File: src/rtl/idma_ch_event_collector_pkg.sv
// Shared constants for the iDMA channel event collector: register map,
// field positions in STATUS/CLEAR/MASK and the per-channel pending-bit order.
package idma_ch_event_collector_pkg;

  localparam logic [1:0] IDMA_EVT_ADDR_STATUS = 2'd0;
  localparam logic [1:0] IDMA_EVT_ADDR_CLEAR  = 2'd1;
  localparam logic [1:0] IDMA_EVT_ADDR_MASK   = 2'd2;
  localparam logic [1:0] IDMA_EVT_ADDR_OUTST  = 2'd3;

  localparam int IDMA_EVT_DONE_LSB   = 0;
  localparam int IDMA_EVT_ERR_LSB    = 8;
  localparam int IDMA_EVT_IDLE_LSB   = 16;
  localparam int IDMA_EVT_CNTERR_LSB = 24;

  // Bit order of the 4-bit pending/clear vectors inside each tracker
  localparam int PEND_DONE   = 0;
  localparam int PEND_ERR    = 1;
  localparam int PEND_IDLE   = 2;
  localparam int PEND_CNTERR = 3;

  function automatic logic [31:0] field_mask(int num_ch);
    logic [31:0] m;
    m = '0;
    for (int c = 0; c < num_ch; c++) begin
      m[IDMA_EVT_DONE_LSB + c]   = 1'b1;
      m[IDMA_EVT_ERR_LSB + c]    = 1'b1;
      m[IDMA_EVT_IDLE_LSB + c]   = 1'b1;
      m[IDMA_EVT_CNTERR_LSB + c] = 1'b1;
    end
    return m;
  endfunction

endpackage

File: src/rtl/idma_evt_ch_tracker.sv
// Per-channel state: outstanding-transfer counter, registered busy level,
// sticky pending bits (done/err/idle/cnterr) and the delayed done pulse.
module idma_evt_ch_tracker
  import idma_ch_event_collector_pkg::*;
#(
  parameter int unsigned CNT_W = 4
) (
  input  logic             clk,
  input  logic             rst_n,
  input  logic             busy,
  input  logic             start,
  input  logic             done,
  input  logic             error,
  input  logic [3:0]       clear,
  output logic [3:0]       pending,
  output logic [3:0]       pending_next,
  output logic [CNT_W-1:0] cnt,
  output logic             done_evt
);

  logic [CNT_W-1:0] cnt_q, cnt_next;
  logic [3:0]       pend_q, pend_set;
  logic             busy_q, done_q, cnt_err;

  // Saturating up/down counter; over/underflow attempts hold the value and flag cnterr
  always_comb begin
    cnt_next = cnt_q;
    cnt_err  = 1'b0;
    if (start && !done) begin
      if (cnt_q == '1) cnt_err = 1'b1;
      else             cnt_next = cnt_q + CNT_W'(1);
    end else if (done && !start) begin
      if (cnt_q == '0) cnt_err = 1'b1;
      else             cnt_next = cnt_q - CNT_W'(1);
    end
    pend_set              = '0;
    pend_set[PEND_DONE]   = done;
    pend_set[PEND_ERR]    = error;
    pend_set[PEND_IDLE]   = busy_q & ~busy;
    pend_set[PEND_CNTERR] = cnt_err;
    pending_next          = (pend_q & ~clear) | pend_set;
  end

  always_ff @(posedge clk) begin
    if (!rst_n) begin
      cnt_q  <= '0;
      pend_q <= '0;
      busy_q <= 1'b0;
      done_q <= 1'b0;
    end else begin
      cnt_q  <= cnt_next;
      pend_q <= pending_next;
      busy_q <= busy;
      done_q <= done;
    end
  end

  assign pending  = pend_q;
  assign cnt      = cnt_q;
  assign done_evt = done_q;

endmodule

File: src/rtl/idma_ch_event_collector.sv
// Collects iDMA channel IRQ lines into sticky pending bits with a maskable
// level interrupt and a small word-addressed status/clear/mask/counter port.
module idma_ch_event_collector
  import idma_ch_event_collector_pkg::*;
#(
  parameter int unsigned NUM_CH = 2,
  parameter int unsigned CNT_W  = 4
) (
  input  logic              clk_i,
  input  logic              rst_ni,
  input  logic [NUM_CH-1:0] ch_busy_i,
  input  logic [NUM_CH-1:0] ch_start_i,
  input  logic [NUM_CH-1:0] ch_done_i,
  input  logic [NUM_CH-1:0] ch_error_i,
  input  logic              cfg_valid_i,
  input  logic              cfg_we_i,
  input  logic [1:0]        cfg_addr_i,
  input  logic [31:0]       cfg_wdata_i,
  output logic              cfg_ready_o,
  output logic              cfg_rvalid_o,
  output logic [31:0]       cfg_rdata_o,
  output logic [NUM_CH-1:0] done_evt_o,
  output logic              irq_o
);

  localparam logic [31:0] FIELDS = field_mask(int'(NUM_CH));

  logic [3:0]       pend     [NUM_CH];
  logic [3:0]       pend_nxt [NUM_CH];
  logic [3:0]       clr      [NUM_CH];
  logic [CNT_W-1:0] cnt      [NUM_CH];

  logic [31:0] wdata_f, status, status_next, outst, mask_q, mask_next, rdata_next;
  logic [31:0] rdata_q;
  logic        wr, rd, rvalid_q, irq_q, irq_next;

  for (genvar c = 0; c < NUM_CH; c++) begin : g_ch
    idma_evt_ch_tracker #(.CNT_W(CNT_W)) u_trk (
      .clk          (clk_i),
      .rst_n        (rst_ni),
      .busy         (ch_busy_i[c]),
      .start        (ch_start_i[c]),
      .done         (ch_done_i[c]),
      .error        (ch_error_i[c]),
      .clear        (clr[c]),
      .pending      (pend[c]),
      .pending_next (pend_nxt[c]),
      .cnt          (cnt[c]),
      .done_evt     (done_evt_o[c])
    );
  end

  assign wr      = cfg_valid_i & cfg_we_i;
  assign rd      = cfg_valid_i & ~cfg_we_i;
  assign wdata_f = cfg_wdata_i & FIELDS;

  // Scatter per-channel pending bits into the register layout and gather clears back
  always_comb begin
    status      = '0;
    status_next = '0;
    outst       = '0;
    for (int c = 0; c < int'(NUM_CH); c++) begin
      clr[c] = '0;
      if (wr && cfg_addr_i == IDMA_EVT_ADDR_CLEAR) begin
        clr[c][PEND_DONE]   = wdata_f[IDMA_EVT_DONE_LSB + c];
        clr[c][PEND_ERR]    = wdata_f[IDMA_EVT_ERR_LSB + c];
        clr[c][PEND_IDLE]   = wdata_f[IDMA_EVT_IDLE_LSB + c];
        clr[c][PEND_CNTERR] = wdata_f[IDMA_EVT_CNTERR_LSB + c];
      end
      status[IDMA_EVT_DONE_LSB + c]        = pend[c][PEND_DONE];
      status[IDMA_EVT_ERR_LSB + c]         = pend[c][PEND_ERR];
      status[IDMA_EVT_IDLE_LSB + c]        = pend[c][PEND_IDLE];
      status[IDMA_EVT_CNTERR_LSB + c]      = pend[c][PEND_CNTERR];
      status_next[IDMA_EVT_DONE_LSB + c]   = pend_nxt[c][PEND_DONE];
      status_next[IDMA_EVT_ERR_LSB + c]    = pend_nxt[c][PEND_ERR];
      status_next[IDMA_EVT_IDLE_LSB + c]   = pend_nxt[c][PEND_IDLE];
      status_next[IDMA_EVT_CNTERR_LSB + c] = pend_nxt[c][PEND_CNTERR];
      outst[8*c +: CNT_W]                  = cnt[c];
    end
  end

  always_comb begin
    mask_next = mask_q;
    if (wr && cfg_addr_i == IDMA_EVT_ADDR_MASK) mask_next = wdata_f;
    irq_next = |(status_next & mask_next);
    rdata_next = '0;
    if (rd) begin
      case (cfg_addr_i)
        IDMA_EVT_ADDR_STATUS: rdata_next = status;
        IDMA_EVT_ADDR_MASK:   rdata_next = mask_q;
        IDMA_EVT_ADDR_OUTST:  rdata_next = outst;
        default:              rdata_next = '0;
      endcase
    end
  end

  // irq is computed from next-state pending/mask so it tracks them with no extra lag
  always_ff @(posedge clk_i) begin
    if (!rst_ni) begin
      mask_q   <= '0;
      irq_q    <= 1'b0;
      rvalid_q <= 1'b0;
      rdata_q  <= '0;
    end else begin
      mask_q   <= mask_next;
      irq_q    <= irq_next;
      rvalid_q <= rd;
      rdata_q  <= rdata_next;
    end
  end

  assign cfg_ready_o  = 1'b1;
  assign cfg_rvalid_o = rvalid_q;
  assign cfg_rdata_o  = rdata_q;
  assign irq_o        = irq_q;

endmodule

File: config.mk
export PLATFORM = sky130hd
export DESIGN_NAME = idma_ch_event_collector
export DESIGN_NICKNAME = d
export VERILOG_FILES = /design/src/rtl/idma_ch_event_collector_pkg.sv /design/src/rtl/idma_evt_ch_tracker.sv /design/src/rtl/idma_ch_event_collector.sv
export SDC_FILE = /design/constraint.sdc
export NUM_CORES = 1
export LEC_CHECK = 0
export CAP_MARGIN = 40
export CORE_ASPECT_RATIO = 1.5
export CORE_MARGIN = 2
export CORE_UTILIZATION = 45
export CTS_BUF_LIST = sky130_fd_sc_hd__clkbuf_4 sky130_fd_sc_hd__clkbuf_8 sky130_fd_sc_hd__clkbuf_16
export DETAILED_ROUTE_END_ITERATION = 8
export PLACE_DENSITY = 0.79
export SYNTH_ARGS = -nofsm -noshare
export SYNTH_HDL_FRONTEND = slang
export SYNTH_HIERARCHICAL = 1
export SYNTH_SLANG_ARGS = --single-unit
File: constraint.sdc
create_clock -name clk_i -period 3 [get_ports clk_i]
set_clock_uncertainty 0.05 [all_clocks]
set_input_delay 0.45 -clock clk_i [delete_from_list [all_inputs] [get_ports clk_i]]
set_output_delay 0.45 -clock clk_i [all_outputs]
set_load 0.03 [all_outputs]
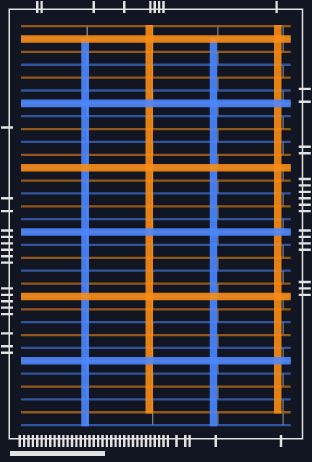
(power grid)
Bar = 20 µm. Pins as bars on the die edge. Tap cells in grey.
- orange: VDD
- blue: VSS
- tap cells: 66
- signal pins: 83
- met1 rails: 32
- rows: 31
Die Width: 61.6 µm
Die Height: 90.5 µm
highest ir drop seen on vdd: 253 µV
area of the core: 4810 µm²

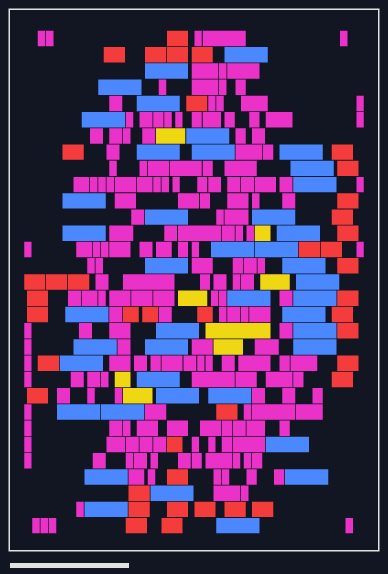
(placed cells, one colour a class)
Bar = 20 µm.
- red: remaining buffers and delay cells (cells 41)
- magenta: remaining logic cells (cells 193)
- blue: registers (cells 42)
- yellow: clock drivers and dummy loads (cells 8)

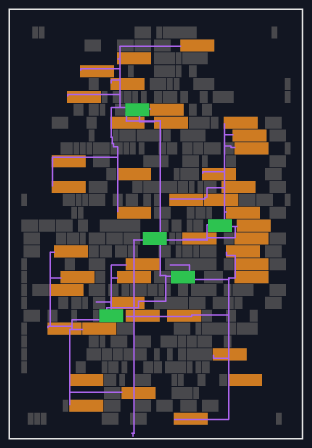
(clock network drawn from the DEF)
- green: clock-net drivers (count 5)
- purple: clock wires (length 472 µm)
- orange: flip-flops (count 42)
- flops lie: spread over the die
- routed clock nets: 6

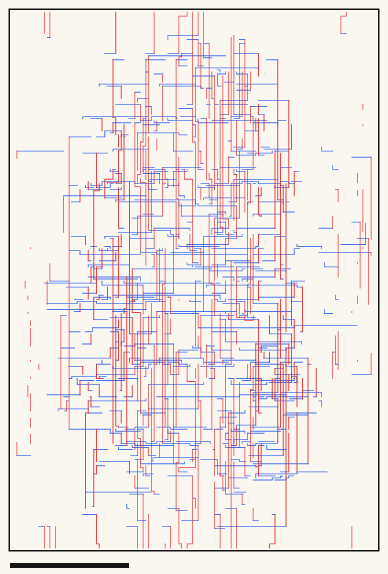
(wiring by layer)
Bar = 20 µm. Two of the layers only.
- red: M2 (wire length 2330 µm)
- blue: M1 (wire length 1720 µm)
via count: 1676
total wire length: 4270 µm

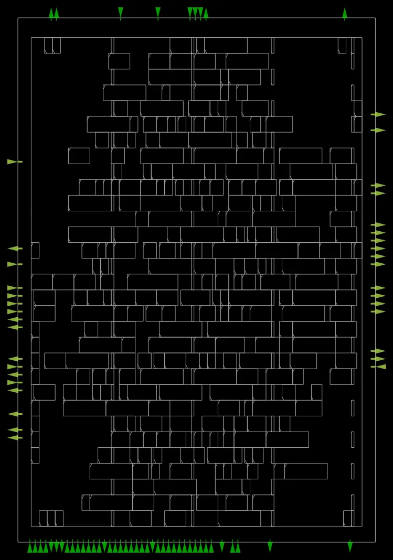
(cell placement)
Post-Layout Cell Count: 350
Cell Rows: 31
Layout Utilization: 0.566
fillers: 452
num sequential: 42

==> Changelog: implementation <==
## Implementation

- Result of the run: finished clean
- Slowest stage cell, crit path: clkdlybuf4s50_1
- Number of detailed-routing iterations run before antenna repair: 4
- Library cells used by synthesis: 36
- Seq/Total Area, Yosys: 0.375
- CTS H-tree depth: 2
- Antenna cell count: 0
- Congestion Overflow GR: 0
- Tally of yosys warning messages: 6
- Routability Congestion: 0.739
- Clock power share: 0.278
- Antenna violation net count after detailed routing: 0
- Share of the cycle needed by the critical path after routing: 0.799
- Global-route usage over all layers: 0.172
- Die area: roughly 5600 µm²
- Critical path, cell by cell: clkdlybuf4s50_1 > and4b_1 > and2_1 > inv_1 > a21o_1 > nand2_1 > mux2i_1 > a2111o_1 > o31a_1
- Share of flip-flops with an asynchronous set or reset after synthesis: 0
- Switching Share: 0.311
- DRT iter0 DRCs: 31
- Placement-stage worst setup slack: roughly 270 ps
- Final sum of negative setup slack: 0 ps
- Fmax achieved: 417 MHz
- Count of nets after finishing: between 300 and 400
- Category of the worst setup path capture point: register
- Cell leakage power: 1.18 nW
- Reg power frac: 0.419
- Clock transition at the registers of the reported paths: 80 ps
- Crit start category: primary input
- Post-layout instance area: 2720 µm²
- First-pass GRT wire length: roughly 7300 µm
- Synthesis-to-finish area growth: 21.4%
- TritonCTS clock tree: done
- Antenna violations before repair: 0
- Total cells reported by yosys after synthesis: ~240
- Number of placed instances with taps included: roughly 340
- Smallest setup slack after layout: 604 ps
- Post-synthesis instance area: between 2000 and 2500 µm²
- Clock latency of the later-clocked register in the worst-skew pair: 290 ps
- Vias in the first global route: 1607
- Post-synthesis chip area from yosys: approximately 2200 µm²
- Number of post-CTS setup repair buffers: 0
- OpenROAD warning count: about 52
- Hold Vio Cnt, Final: 0
- Via/cell ratio: 4.79
- Number of enable flip-flop cells: 0
- Synthesized area per cell: 9.27 µm²
- Final routed wire length divided by cell count: 12.2 µm
- Data required time of the worst path: 3130 ps
- Clock Tree Buf Depth: 2
- Clock Sinks: 42
- Post-layout power: roughly 1.6 mW
- Category of the critical setup timing path: in2reg
- Placed wire-length estimate: 3260 µm
- Finish-stage setup viols: 0
- Clock root cell: clkbuf_8
- Instance tally after logic synthesis: around 240
- Most common flop cell mapped by yosys: dfxtp_1
- Inserted Clock Buffers: 5
- Share of final-layout standard cells stronger than drive strength 1: 0.0845
- Share of total power in combinational logic: 0.303
- Largest net degree at the start of global routing: 26
- Unrepaired setup endpoints after global routing: false
- Largest stage delay on the critical path: 570 ps
- CTS Hold Buffers Added: 0
- Worst endpoint data arrival time: approximately 2500 ps
- Class of the most critical hold timing path: reg2reg
- Cell area reported after detailed placement: between 2000 and 3000 µm²
- Number of top-level pins: 83
- Core Density at Floorplan: 0.466
- Max-slew violation total from the final report: 0
- Max-Cap Viols: 0
- Largest fanout on the critical path: 5
- Pint: 1.12 mW
- Post-layout min period: 2400 ps
- Drc violations: 0
- Synthesis-stage register bit count: 42
- Count of input and output buffers: 37
placed cells by master (no fill, tap or decap), types with 3 or more instances in the layout:
master,instances
a31oi_1,4
nand2_1,14
nor2_1,12
inv_1,25
nand3_1,4
nor2b_1,4
clkdlybuf4s50_1,37
mux2_4,3
mux2i_1,19
clkbuf_8,5
conb_1,21
nor3_1,4
a21boi_0,3
a21oi_1,10
buf_4,4
o21ai_0,6
ha_1,8
dfxtp_1,42
o22ai_1,4
and3_1,3
and2_1,23
cells by family (layout without fill, tap and decap cells):
logic type | Yosys count | count (layout) | synth area share
buf+inv | 51 | 74 | 0.126
fa+ha+maj | 10 | 10 | 0.0625
simple gates | 76 | 76 | 0.195
flops | 42 | 42 | 0.375
other cells | 2 | 21 | 0.00335
compound gates | 37 | 37 | 0.126
xor+xnor | 2 | 2 | 0.00781
mux | 22 | 22 | 0.105
power groups by stage:
stage | registers, mW | clock network, mW | logic, mW
after global placement | 0.687 | 0 | 0.472
after detailed placement | 0.691 | 0 | 0.491
after floorplan | 0.683 | 0 | 0.398
after global routing | 0.690 | 0.487 | 0.539
after CTS | 0.680 | 0.462 | 0.495
final | 0.679 | 0.451 | 0.492
Yosys cell counts, types with 4 or more instances:
master | number | area, µm²
dfxtp_1 | 42 | 841
inv_1 | 25 | 93.8
and2_1 | 23 | 144
buf_4 | 22 | 165
mux2i_1 | 19 | 190
nand2_1 | 14 | 52.6
nor2_1 | 12 | 45.0
a21oi_1 | 10 | 50.1
ha_1 | 8 | 100
o21ai_0 | 6 | 30.0
a31oi_1 | 4 | 25.0
nand3_1 | 4 | 20.0
nor2b_1 | 4 | 25.0
nor3_1 | 4 | 20.0
o22ai_1 | 4 | 25.0
sequential cells by signal (all words and copies together) (netlist names):
| signal | count |
|---|---|
| cfg_rvalid_o | 1 |
| g_ch.u_trk/done_evt | 2 |
| cfg_rdata_o | 12 |
| g_ch.u_trk/pending | 8 |
| irq_o | 1 |
| g_ch.u_trk/cnt | 8 |
| g_ch.u_trk/busy_q | 2 |
| mask_q | 8 |
critical path: cells and delay by family:
family / cells / cell delay (ps)
mux: 1 / 60
compound gates: 3 / 860
simple gates: 3 / 540
buf+inv: 2 / 600
worst paths after layout:
kind                             start         to  slack, ps  cells after the start
setup / recovery           cfg_valid_i      irq_o        600                      9
hold / removal               mask_q[9]  mask_q[9]        440                      2
setup reg to reg  g_ch[1].u_trk/cnt[1]      irq_o       1090                      6
hold reg to reg              mask_q[9]  mask_q[9]        440                      2
metal layers:
layer  up-vias  track usage  share of wire
met4         0       0.0656          0.017
met1       767        0.203           0.40
met5         -            0              0
met2        48        0.296           0.55
met3         5       0.0258          0.034
li1        856            -              -
area by class of cell:
| type | count | area, µm² | area share |
|---|---|---|---|
| inverter | 25 | 93.8 | 0.0345 |
| clock buffer | 7 | 83.8 | 0.0308 |
| sequential | 42 | 841 | 0.309 |
| timing repair buffer | 41 | 400 | 0.147 |
| tap | 66 | 82.6 | 0.0303 |
| multi-input combinational | 168 | 1190 | 0.437 |
| clock inverter | 1 | 30.0 | 0.0110 |
Power is estimated from default activity; no workload was simulated.
